`config.mk`:
```
export PLATFORM = sky130hd
export DESIGN_NAME = dcache_core_responder_flat
export DESIGN_NICKNAME = d
export VERILOG_FILES = /design/src/rtl/cache_bus_pkg.sv /design/src/rtl/dcache_core_responder_if.sv /design/src/rtl/dcache_line_array.sv /design/src/rtl/dcache_core_responder.sv /design/src/flat_wrapper.sv
export SDC_FILE = /design/constraint.sdc
export NUM_CORES = 2
export LEC_CHECK = 0
export CAP_MARGIN = 10
export CORE_UTILIZATION = 45
export DETAILED_ROUTE_END_ITERATION = 10
export SLEW_MARGIN = 25
export SYNTH_ARGS = -nofsm -noshare
export SYNTH_HDL_FRONTEND = slang
export SYNTH_SLANG_ARGS = --single-unit
```
`constraint.sdc`:
```
create_clock -name clk -period 13.85 [get_ports clk]
set_input_delay 2.77 -clock clk [delete_from_list [all_inputs] [get_ports clk]]
set_output_delay 2.77 -clock clk [all_outputs]
set_load 0.05 [all_outputs]
```
`src/rtl/cache_bus_pkg.sv`:
```
// Shared definitions for the core/cache request bus: tag layout, tag field
// encodings and the responder state machine states.
package cache_bus_pkg;

  localparam int TAG_W        = 13;
  localparam int TAG_RW_BIT   = 12;
  localparam int TAG_TYPE_LSB = 8;
  localparam int TAG_TYPE_W   = 4;

  localparam logic                  RW_READ  = 1'b1;
  localparam logic                  RW_WRITE = 1'b0;
  localparam logic [TAG_TYPE_W-1:0] MEMORY   = 4'h1;

  typedef enum logic [2:0] {
    IDLE,
    LOOKUP,
    FILL_REQ,
    FILL_WAIT,
    RESP
  } stateT;

  // A tag this cache can serve: a READ of the MEMORY type.
  function automatic logic tagIsMemRead(input logic [TAG_W-1:0] tag);
    return (tag[TAG_RW_BIT] == RW_READ) &&
           (tag[TAG_TYPE_LSB +: TAG_TYPE_W] == MEMORY);
  endfunction

endpackage

```
`src/rtl/dcache_core_responder_if.sv`:
```
// Core/cache request bus: request handshake from the Memory stage and the
// response handshake back to it.
interface dcache_core_responder_if;
  import cache_bus_pkg::*;

  logic             reqcyc;
  logic [63:0]      req;
  logic [TAG_W-1:0] reqtag;
  logic             reqack;
  logic             respcyc;
  logic [63:0]      resp;
  logic [TAG_W-1:0] resptag;
  logic             respack;

  // Core side issues requests and consumes responses.
  modport master (
    output reqcyc, req, reqtag, respack,
    input  reqack, respcyc, resp, resptag
  );

  // Cache side accepts requests and produces responses.
  modport slave (
    input  reqcyc, req, reqtag, respack,
    output reqack, respcyc, resp, resptag
  );

endinterface

```
`src/rtl/dcache_line_array.sv`:
```
// Direct-mapped line storage: valid bits in flops, tag/data in arrays with a
// combinational read port and one synchronous write port.
module dcache_line_array #(
  parameter int LINES  = 16,
  parameter int IDX_W  = $clog2(LINES),
  parameter int LTAG_W = 61 - IDX_W
) (
  input  logic              clk,
  input  logic              reset,
  input  logic [IDX_W-1:0]  rdIndex,
  output logic              rdValid,
  output logic [LTAG_W-1:0] rdTag,
  output logic [63:0]       rdData,
  input  logic              wrEn,
  input  logic [IDX_W-1:0]  wrIndex,
  input  logic [LTAG_W-1:0] wrTag,
  input  logic [63:0]       wrData,
  input  logic              flushAll
);

  logic [LINES-1:0]  validReg;
  logic [LTAG_W-1:0] tagMem  [LINES];
  logic [63:0]       dataMem [LINES];

  // Per-line valid bit; a flush on the same edge as a write wins.
  generate
    for (genvar gi = 0; gi < LINES; gi++) begin : gValid
      always_ff @(posedge clk) begin
        if (reset || flushAll)
          validReg[gi] <= 1'b0;
        else if (wrEn && (wrIndex == IDX_W'(gi)))
          validReg[gi] <= 1'b1;
      end
    end
  endgenerate

  // Tag and data payload; only meaningful while the matching valid bit is set.
  always_ff @(posedge clk) begin
    if (wrEn) begin
      tagMem[wrIndex]  <= wrTag;
      dataMem[wrIndex] <= wrData;
    end
  end

  assign rdValid = validReg[rdIndex];
  assign rdTag   = tagMem[rdIndex];
  assign rdData  = dataMem[rdIndex];

endmodule

```
`src/rtl/dcache_core_responder.sv`:
```
// Cache-side responder: serves 64-bit reads from a direct-mapped read-only
// cache, filling from a downstream memory port on a miss.
module dcache_core_responder
  import cache_bus_pkg::*;
#(
  parameter int LINES = 16
) (
  input  logic                    clk,
  input  logic                    reset,
  dcache_core_responder_if.slave  bus,
  output logic                    mem_reqcyc,
  output logic [63:0]             mem_req,
  input  logic                    mem_reqack,
  input  logic                    mem_respcyc,
  input  logic [63:0]             mem_resp,
  output logic                    mem_respack,
  input  logic                    flush,
  output logic [31:0]             hit_count,
  output logic [31:0]             miss_count,
  output logic                    protocol_err
);

  localparam int IDX_W  = $clog2(LINES);
  localparam int LTAG_W = 61 - IDX_W;

  stateT       state;
  logic [63:3] reqAddr;
  logic        flushPending;

  logic              rdValid;
  logic [LTAG_W-1:0] rdTag;
  logic [63:0]       rdData;
  logic              fillNow;
  logic              respDone;
  logic              flushAll;
  logic              isHit;
  logic              unusedReqLsbs;

  // Reads are 8-byte aligned; the low address bits carry no information.
  assign unusedReqLsbs = &{1'b0, bus.req[2:0]};

  assign isHit    = rdValid && (rdTag == reqAddr[63:3+IDX_W]);
  assign fillNow  = mem_respcyc &&
                    ((state == FILL_WAIT) || (state == FILL_REQ && mem_reqack));
  assign respDone = (state == RESP) && bus.respcyc && bus.respack;
  // Flushes seen mid-transaction are deferred until the return to IDLE.
  assign flushAll = ((state == IDLE) && flush) ||
                    (respDone && (flushPending || flush));

  dcache_line_array #(.LINES(LINES)) uLines (
    .clk      (clk),
    .reset    (reset),
    .rdIndex  (reqAddr[3 +: IDX_W]),
    .rdValid  (rdValid),
    .rdTag    (rdTag),
    .rdData   (rdData),
    .wrEn     (fillNow),
    .wrIndex  (reqAddr[3 +: IDX_W]),
    .wrTag    (reqAddr[63:3+IDX_W]),
    .wrData   (mem_resp),
    .flushAll (flushAll)
  );

  // Request/lookup/fill/response sequencing with all outputs registered.
  always_ff @(posedge clk) begin
    if (reset) begin
      state        <= IDLE;
      reqAddr      <= '0;
      flushPending <= 1'b0;
      bus.reqack   <= 1'b0;
      bus.respcyc  <= 1'b0;
      bus.resp     <= '0;
      bus.resptag  <= '0;
      mem_reqcyc   <= 1'b0;
      mem_req      <= '0;
      mem_respack  <= 1'b0;
      hit_count    <= '0;
      miss_count   <= '0;
      protocol_err <= 1'b0;
    end else begin
      bus.reqack  <= 1'b0;
      mem_respack <= 1'b0;
      if (state != IDLE && flush)
        flushPending <= 1'b1;
      case (state)
        IDLE: begin
          if (bus.reqcyc) begin
            reqAddr     <= bus.req[63:3];
            bus.resptag <= bus.reqtag;   // also serves as the latched tag
            bus.reqack  <= 1'b1;
            state       <= LOOKUP;
          end
        end
        LOOKUP: begin
          if (!tagIsMemRead(bus.resptag)) begin
            protocol_err <= 1'b1;
            bus.resp     <= '0;
            bus.respcyc  <= 1'b1;
            state        <= RESP;
          end else if (isHit) begin
            if (hit_count != 32'hFFFF_FFFF) hit_count <= hit_count + 32'd1;
            bus.resp    <= rdData;
            bus.respcyc <= 1'b1;
            state       <= RESP;
          end else begin
            if (miss_count != 32'hFFFF_FFFF) miss_count <= miss_count + 32'd1;
            mem_reqcyc <= 1'b1;
            mem_req    <= {reqAddr, 3'b000};
            state      <= FILL_REQ;
          end
        end
        FILL_REQ: begin
          if (mem_reqack) begin
            mem_reqcyc <= 1'b0;
            if (mem_respcyc) begin
              bus.resp    <= mem_resp;
              mem_respack <= 1'b1;
              bus.respcyc <= 1'b1;
              state       <= RESP;
            end else begin
              state <= FILL_WAIT;
            end
          end
        end
        FILL_WAIT: begin
          if (mem_respcyc) begin
            bus.resp    <= mem_resp;
            mem_respack <= 1'b1;
            bus.respcyc <= 1'b1;
            state       <= RESP;
          end
        end
        RESP: begin
          if (respDone) begin
            bus.respcyc  <= 1'b0;
            flushPending <= 1'b0;
            state        <= IDLE;
          end
        end
        default: state <= IDLE;
      endcase
    end
  end

endmodule

```
`src/flat_wrapper.sv`:
```
// flat-port wrapper written by rule: the top's interface ports become plain ports
module dcache_core_responder_flat import cache_bus_pkg::*;
#(
  parameter int LINES = 16
)
  (clk, reset, mem_reqcyc, mem_req, mem_reqack, mem_respcyc, mem_resp, mem_respack, flush, hit_count, miss_count, protocol_err, bus_reqcyc, bus_req, bus_reqtag, bus_respack, bus_reqack, bus_respcyc, bus_resp, bus_resptag);
  dcache_core_responder_if bus_i ();
  input  logic clk;
  input  logic reset;
  output logic mem_reqcyc;
  output logic [63:0] mem_req;
  input  logic mem_reqack;
  input  logic mem_respcyc;
  input  logic [63:0] mem_resp;
  output logic mem_respack;
  input  logic flush;
  output logic [31:0] hit_count;
  output logic [31:0] miss_count;
  output logic protocol_err;
  input wire logic [$bits(bus_i.reqcyc)-1:0] bus_reqcyc;
  input wire logic [$bits(bus_i.req)-1:0] bus_req;
  input wire logic [$bits(bus_i.reqtag)-1:0] bus_reqtag;
  input wire logic [$bits(bus_i.respack)-1:0] bus_respack;
  output wire logic [$bits(bus_i.reqack)-1:0] bus_reqack;
  output wire logic [$bits(bus_i.respcyc)-1:0] bus_respcyc;
  output wire logic [$bits(bus_i.resp)-1:0] bus_resp;
  output wire logic [$bits(bus_i.resptag)-1:0] bus_resptag;
  assign bus_i.reqcyc = bus_reqcyc;
  assign bus_i.req = bus_req;
  assign bus_i.reqtag = bus_reqtag;
  assign bus_i.respack = bus_respack;
  assign bus_reqack = bus_i.reqack;
  assign bus_respcyc = bus_i.respcyc;
  assign bus_resp = bus_i.resp;
  assign bus_resptag = bus_i.resptag;
  dcache_core_responder #(.LINES(LINES)) u_core (.clk(clk), .reset(reset), .bus(bus_i), .mem_reqcyc(mem_reqcyc), .mem_req(mem_req), .mem_reqack(mem_reqack), .mem_respcyc(mem_respcyc), .mem_resp(mem_resp), .mem_respack(mem_respack), .flush(flush), .hit_count(hit_count), .miss_count(miss_count), .protocol_err(protocol_err));
endmodule
```
==> out/results.tsv <==
metric	value	unit
clkSlewWorstSetupHoldPaths	60	ps
ys_sh_simple	0.0427	
setup_slack	6420	ps
total_of_flip_flops_plus_latches_after_synthesis	2228	
ctsHtreeMaxLevel	4	
slew_violations	0	
status	complete, no violations	
regToRegEndpoint	u_core.bus.resp[17]$_SDFFE_PP0P_	
worstMarginPinSlew	1120	ps
total_count_of_hold_check_failures_in_the_final_report	0	
min_path_type	reg -> reg	
hp-start	u_core.bus.resptag[3]$_SDFFE_PP0P_	
timing.max_slew.rel_slack	0.256	
ys_sh_aoi	0.0463	
final_design_area_no_fill	101000	µm²
total_grt_overflow	0	
async_set_reset_flop_share_out_of_synthesis	0	
avgSynthCellArea	18.6	µm²
dominantRegCellSynth	sky130_fd_sc_hd__edfxtp_1	
power_density	138	nW/µm²
tritoncts	done	
number_of_cts_inserted_buffers	219	
rsz0062_at_grt	no	
post-dp-hpwl	124	mm
final.setup.tns	0	ps
layout-area-overhead-vs-synth	15.3	%
yosys.stat.chipArea	87400	µm²
report.power.total	0.0139	W
reg2reg_slack	6420	ps
synth_instances	4710	
flop_area	64000	µm²
yosys.area_share.adder	0.000286	
core.rowCount	161	
synth.distinct_cells	75	
n_fill_cell	15355	
common_cells	1936 x sky130_fd_sc_hd__edfxtp_1, 483 x sky130_fd_sc_hd__mux4_2, 292 x sky130_fd_sc_hd__dfxtp_1	
cts_buffer_depth	3	
fin_worst_skew	41.3	ps
whs_endpoint	u_core.bus.resptag[3]$_SDFFE_PP0P_	
final_weighted_congestion_in_routability_driven_placement	0.838	
wire_length_of_the_first_global_routing_pass	338	mm
cts.repair_timing.setup_buffer_count	0	
pre_antenna_drt_iters	5	
grt_start_max_net_pins	149	
fin_crit_sh	0.536	
max_stage_delay_on_crit_path	770	ps
timing.critical_path.to_type	flip-flop	
yosys-dominant-comb-family	multiplexers	
die_h	443	µm
cts_root_buffer_type	sky130_fd_sc_hd__clkbuf_16	
slowest_stage	sky130_fd_sc_hd__buf_4	
min_period	7430	ps
setup.worst_path.class	reg -> reg	
yosys.area_share.xor_xnor	0.00511	
worstPathArrival	8110	ps
drcViolationCount	0	
ys_warn_count	0	
worstSetupStartpointType	flip-flop	
cts-hold-fix-buffers	0	
critical-path-top-delay-family	buffers and inverters	
p_leak	31.7	nW
drtIter0Drc	4441	
rr_worst_depth	13	
crit_fanout	69	
grt_antenna_before_repair	17	
post_detailed_route_count_of_antenna_violating_nets	0	
synth.area.top_cells	sky130_fd_sc_hd__edfxtp_1 67%, sky130_fd_sc_hd__mux4_2 12%, sky130_fd_sc_hd__dfxtp_1 6.7%	
core-area	193000	µm²
combGateArea	21800	µm²
dpl_cell_area	93900	µm²
cp_cell_sequence	buf_4, buf_4, mux4_2, mux4_2, xnor2_1, o211ai_1, a2111oi_0, and4_2, nand3b_4, buf_4, nand2_4, buf_4, a221oi_1	
cp_num_cells	13	
cp_data_required_time	14540	ps
yosysCellCount	4710	
syn-cell-area	87400	µm²
die_width	443	µm
cts-resized-gates	0	
clock_insertion_delay_worst_skew	870	ps
enable_flop_cells	1936	
route.detailed.vias_per_inst	5.97	
synth.yosys.seq_area_share	0.732	
post-place-ws	6350	ps
## where the power goes
part,switching (W),internal (W)
sequential,0.0000703,0.00733
combinational,0.000539,0.000370
clock,0.00251,0.00309
## layout make-up
type	instances	share of cell area
diodes	9	0.000224
clock buffers	319	0.0611
clock inverters	91	0.00573
inverters	86	0.00328
multi-input cells	2093	0.217
flip-flops and latches	2228	0.635
well taps	2526	0.0314
repair buffers	472	0.0465
## metal layers
| metal | share of wire | GRT usage | vias up | wire [µm] |
|---|---|---|---|---|
| met2 | 0.51 | 0.407 | 1497 | 121000 |
| met3 | 0.051 | 0.0303 | 374 | 12000 |
| li1 | - | - | 19910 | - |
| met1 | 0.40 | 0.314 | 24959 | 95000 |
| met5 | 0.00022 | 0 | - | 53 |
| met4 | 0.034 | 0.0847 | 8 | 8030 |
## placed cells by master (no fill, tap or decap), types with 37 or more instances in the layout
cell / netlist / routed
sky130_fd_sc_hd__clkinv_1: 1 / 40
sky130_fd_sc_hd__o21ai_0: 82 / 82
sky130_fd_sc_hd__and3_1: 88 / 88
sky130_fd_sc_hd__dfxtp_1: 292 / 287
sky130_fd_sc_hd__nor2b_1: 56 / 52
sky130_fd_sc_hd__mux2i_1: 182 / 182
sky130_fd_sc_hd__nand3_1: 99 / 99
sky130_fd_sc_hd__nor2_1: 106 / 94
sky130_fd_sc_hd__a221oi_2: 38 / 38
sky130_fd_sc_hd__mux4_2: 483 / 483
sky130_fd_sc_hd__buf_4: 34 / 101
sky130_fd_sc_hd__clkdlybuf4s50_1: 0 / 350
sky130_fd_sc_hd__nand2_1: 226 / 223
sky130_fd_sc_hd__clkinv_2: 0 / 37
sky130_fd_sc_hd__a22oi_1: 59 / 59
sky130_fd_sc_hd__a211oi_1: 69 / 69
sky130_fd_sc_hd__a21oi_1: 182 / 181
sky130_fd_sc_hd__clkbuf_16: 0 / 221
sky130_fd_sc_hd__edfxtp_1: 1936 / 1936
sky130_fd_sc_hd__inv_1: 84 / 83
sky130_fd_sc_hd__mux2_2: 57 / 57
sky130_fd_sc_hd__clkbuf_1: 135 / 70
## per-stage QoR
stage                      util  cells
final                     0.523   7824
after floorplan               -   4712
after global placement    0.487   7401
after detailed placement  0.487   7403
after global routing      0.523   7822
after CTS                 0.522   7813
## flip-flops by register name, summed over array words and instances, names as in the netlist, 3 cells and up, named ones only
| signal | count |
|---|---|
| u_core.mem_req | 61 |
| u_core.state | 3 |
| u_core.reqAddr | 61 |
| u_core.uLines.dataMem | 1024 |
| u_core.uLines.validReg | 16 |
| u_core.bus.resptag | 13 |
| u_core.hit_count | 32 |
| u_core.miss_count | 32 |
| u_core.bus.resp | 64 |
| u_core.uLines.tagMem | 912 |
## cell families after synthesis
group,Yosys count
DFF,2228
and+or+nand+nor,739
muxes,724
AOI/OAI and AO/OA,574
buffers and inverters,391
xor gates and xnor gates,51
adders and majority gates,2
other,1
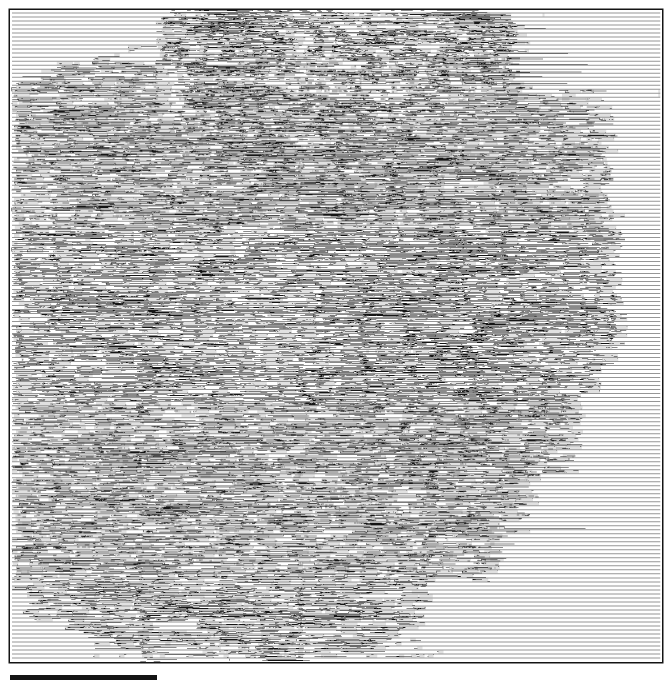
(signal wires on met1)
The bar under the picture is 100 µm long. Supply wires on this layer in grey.
The longest straight run is 112 µm. 5050 nets have wire on it. The layer carries 95.0 mm of wire.
vias post-DR: 46748
total wire length after detailed routing: 236 mm
met1 usage in global routing: 0.314

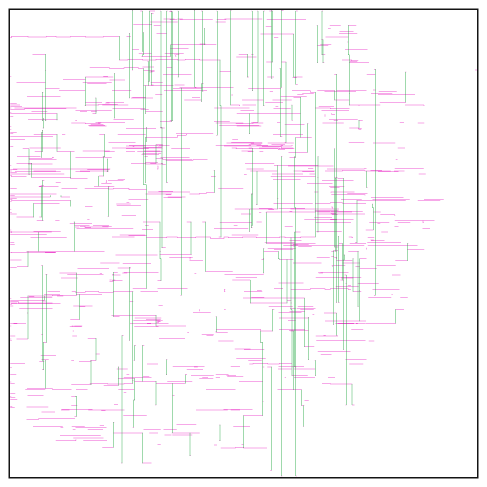
(metal layers overlaid)
Only two layers are drawn.
M3: shown in magenta, wire length 12000 µm. M4: shown in green, wire length 8030 µm.
overall routing resource usage: 0.238
wire length per cell: 30.1 µm

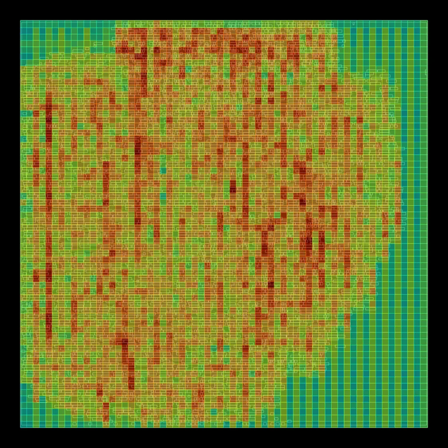
(congestion heat map)
utilization of the core after routing: 0.523
met2 capacity usage during global routing: 0.407

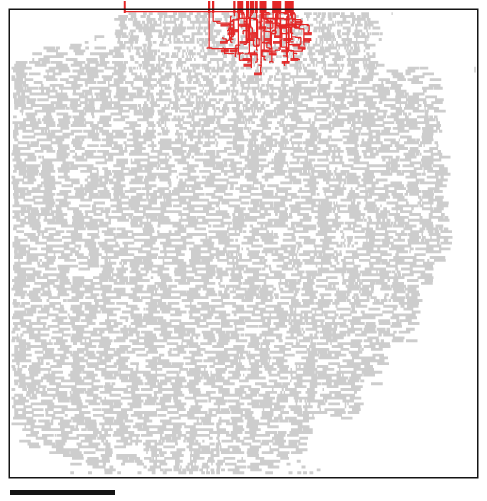
(wires at chosen ports, followed through buffers)
The bar under the picture is 100 µm long.
hit_count: shown in red, direction output, edge top, end cells 32, buffers 32, wire 1930 µm.
tally of buffers added on design ports: 351
number of placed I/O pins: 358

No activity file was given, so power comes from the tool's default toggle rates.
